==> config.mk <==
export PLATFORM = sky130hd
export DESIGN_NAME = mul_div_unit
export DESIGN_NICKNAME = d
export VERILOG_FILES = /design/src/rtl/mul_div_unit.sv
export SDC_FILE = /design/constraint.sdc
export NUM_CORES = 2
export LEC_CHECK = 0
export CORE_MARGIN = 3
export CORE_UTILIZATION = 51
export CTS_BUF_LIST = sky130_fd_sc_hd__clkbuf_4 sky130_fd_sc_hd__clkbuf_8 sky130_fd_sc_hd__clkbuf_16
export DETAILED_ROUTE_END_ITERATION = 7
export HOLD_SLACK_MARGIN = 0.15
export PLACE_DENSITY = 0.72
export SLEW_MARGIN = 10
export SYNTH_ARGS = -nofsm -noshare
export SYNTH_HDL_FRONTEND = slang
export SYNTH_SLANG_ARGS = --single-unit
export TNS_END_PERCENT = 10
==> constraint.sdc <==
create_clock -name clk -period 4.4 [get_ports clk]
set_clock_uncertainty 0.05 [all_clocks]
set_input_delay 0.44 -clock clk [delete_from_list [all_inputs] [get_ports clk]]
set_output_delay 0.44 -clock clk [all_outputs]
set_load 0.05 [all_outputs]
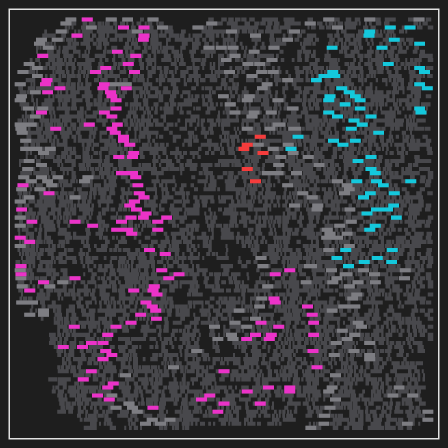
Figure 1: register map, names as in the netlist.
- cyan: opa (sequential cells 64)
- red: cnt (sequential cells 6)
- magenta: acc (sequential cells 128)
register area: 8080 µm²
Util after Layout: 60.2%

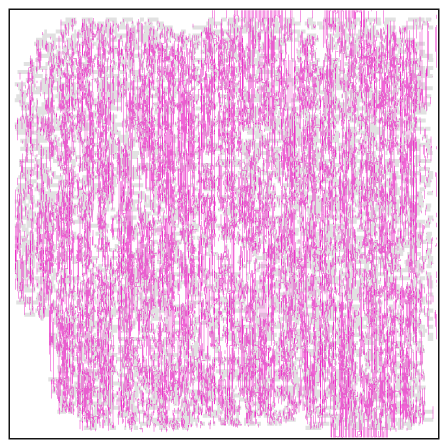
Figure 2: the metal 2 layer.
Cells faint in the background.
- longest straight run: 101 µm
- wire length on this layer: 67.8 mm
- share of all routed wire: 37%
- nets with wire on the layer: 5147
Post-Route WL: 181000 µm
grt met2 use: 55.2%
via count: 47.8k

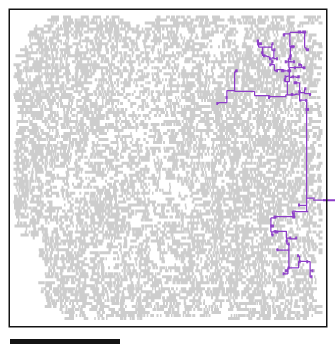
Figure 3: wires at chosen ports, followed through buffers.
The bar under the picture is 100 µm long.
- purple: word_op (bits 1; direction input; end cells 65; buffers 3; wire 723 µm)
I/O pin total: 215
# port buffers: 214

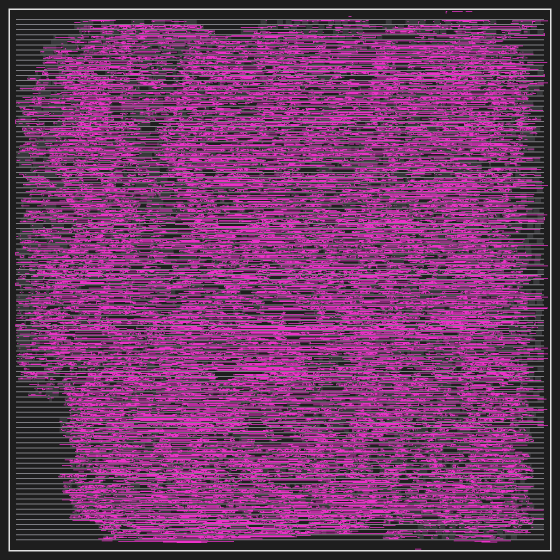
Figure 4: the metal 1 layer.
Supply wires on this layer in grey. Cells faint in the background.
- nets with wire on the layer: 6109
- share of all routed wire: 42%
GR Util met1: 60.9%

==> impl_metrics.toml <==
# synthesis and place-and-route metrics
[worst_setup_path]
arrival_ns = 4.67
r2r_cells = 17
crit_fanout = 31
cp_data_required_time_ns = 4.80
critPathKind = "reg -> reg"

[routing]
route.detailed.drc = 0
wire_per_inst_um = 25.1
postRouteAntennaNets = 0
drt_iter0_markers = 7138

[final_timing]
fmax_mhz = 235
finalCritPeriodShare_pct = 96.9
final_hold_viol_count = 0
hold_ws_ns = 0.303
slew_headroom_pct = 18.2
rsz0062_at_grt = "yes"
post-route-min-period_ns = 4.26
tightestPinTransition_ns = 1.23

[floorplanning]
die_h_um = 288
initCoreUtil_pct = 51.9

[yosys]
ys_types = 89
synth_nets = 6279
synthTopCellsByArea = "dfxtp_1 (20%), a21oi_1 (8.3%), nand2_1 (6.7%), ha_1 (6.2%), o21ai_0 (6.0%)"
syn_area_per_cell_um2 = 6.83
top_area_share_pct = 19.9
synth_warnings = 0
common_cells = "nand2_1 (723), a21oi_1 (674), nor2_1 (594)"
top_area_cell = "dfxtp_1"
yosys_cells = 5934

[global_routing]
grt_antenna_before_repair = 2
grt_max_degree = 93
grt_most_used_layer = "met1"
track_usage_pct = 41.5
grt_pass1_wl_um = 266000
grt_pass1_vias = 42048

[placement]
placed_area_um2 = 45200
hpwl_um = 141000
post-place-ws_ns = -0.121

[min_path]
hp-class = "in -> reg"
min_path_cells = 3

[flow_run]
drv.max_cap_violation_count = 0
openroad.warnings = 31

[status]
outcome = "complete, no violations"

[power_and_ir_drop]
power_density_nw_per_um2 = 322
vdd_drop_max_v = 0.000288

[final_layout]
fill_cells = 7465
drive_gt1_share_pct = 9.14
nets = 6462

[clock_network]
numCtsBuffers = 51
ctsResizeCount = 0
## cell families (layout without fill, tap and decap cells)
family | after synthesis | count (layout) | synth area share, %
buffers and inverters | 624 | 848 | 5.87
other | 0 | 1 | 0
XOR/XNOR | 444 | 444 | 9.60
flip-flops | 403 | 403 | 19.9
multiplexers | 118 | 118 | 3.02
AND/OR/NAND/NOR | 2097 | 2097 | 24.1
adder cells (fa/ha/maj) | 203 | 203 | 6.30
AND-OR/OR-AND | 2045 | 2045 | 31.2
## critical path: stages (launching register included)
cell	delay, ns
dfxtp_1	0.35
mux2i_1	0.47
ha_1	0.28
nor2b_1	0.07
o31a_1	0.28
o31ai_2	0.36
o31ai_1	0.11
buf_4	0.17
o211ai_1	0.29
a21oi_1	0.14
o41ai_1	0.26
buf_4	0.17
o21a_4	0.21
buf_12	0.22
buf_4	0.15
o21ai_0	0.07
a21oi_1	0.34
a211oi_1	0.08
## per-layer routing
layer | share of wire, % | vias up
met4 | 5.4 | 4
met5 | 0.016 | -
met1 | 42 | 22128
met3 | 15 | 423
li1 | - | 21956
met2 | 37 | 3241
## cell usage in the layout (no fill, tap or decap), types with 32 or more instances in the layout
cell type	count
nand2_1	721
a21oi_1	670
nor2_1	590
o21ai_0	483
dfxtp_1	398
buf_4	362
xnor2_1	246
clkdlybuf4s50_1	212
ha_1	199
xor2_1	198
inv_1	165
a211oi_1	160
nor3_1	141
nand4_1	120
mux2i_1	110
a21o_1	98
nand3_1	87
o211ai_1	80
nor4_1	76
o31ai_1	71
a31oi_1	71
nand2b_1	67
or3_1	64
o21bai_1	63
clkbuf_16	52
or4_1	45
nor2b_1	39
and3_1	33
o21a_1	32
## where the power goes
part | internal, mW | switching (mW) | total, mW
clock network | 2.59 | 1.87 | 4.47
registers | 3.77 | 0.241 | 4.01
logic | 2.56 | 4.09 | 6.65
total | 8.93 | 6.21 | 15.1
## final cells by class
cell class | count | share of cell area [%]
diodes | 1 | 0.00532
multi-input cells | 4907 | 64.3
clock inverters | 30 | 0.678
well taps | 1040 | 2.77
flip-flops and latches | 403 | 17.2
repair buffers | 584 | 10.7
clock buffers | 64 | 3.03
inverters | 170 | 1.36
## per-stage QoR
| step | instances | TNS (ns) |
|---|---|---|
| floorplan | 5934 | 0 |
| global placement | 7104 | -0.197 |
| detailed placement | 7104 | -0.121 |
| CTS | 7198 | 0 |
| global route | 7198 | -0.0463 |
| finish | 7199 | 0 |
No activity file was given, so power comes from the tool's default toggle rates.
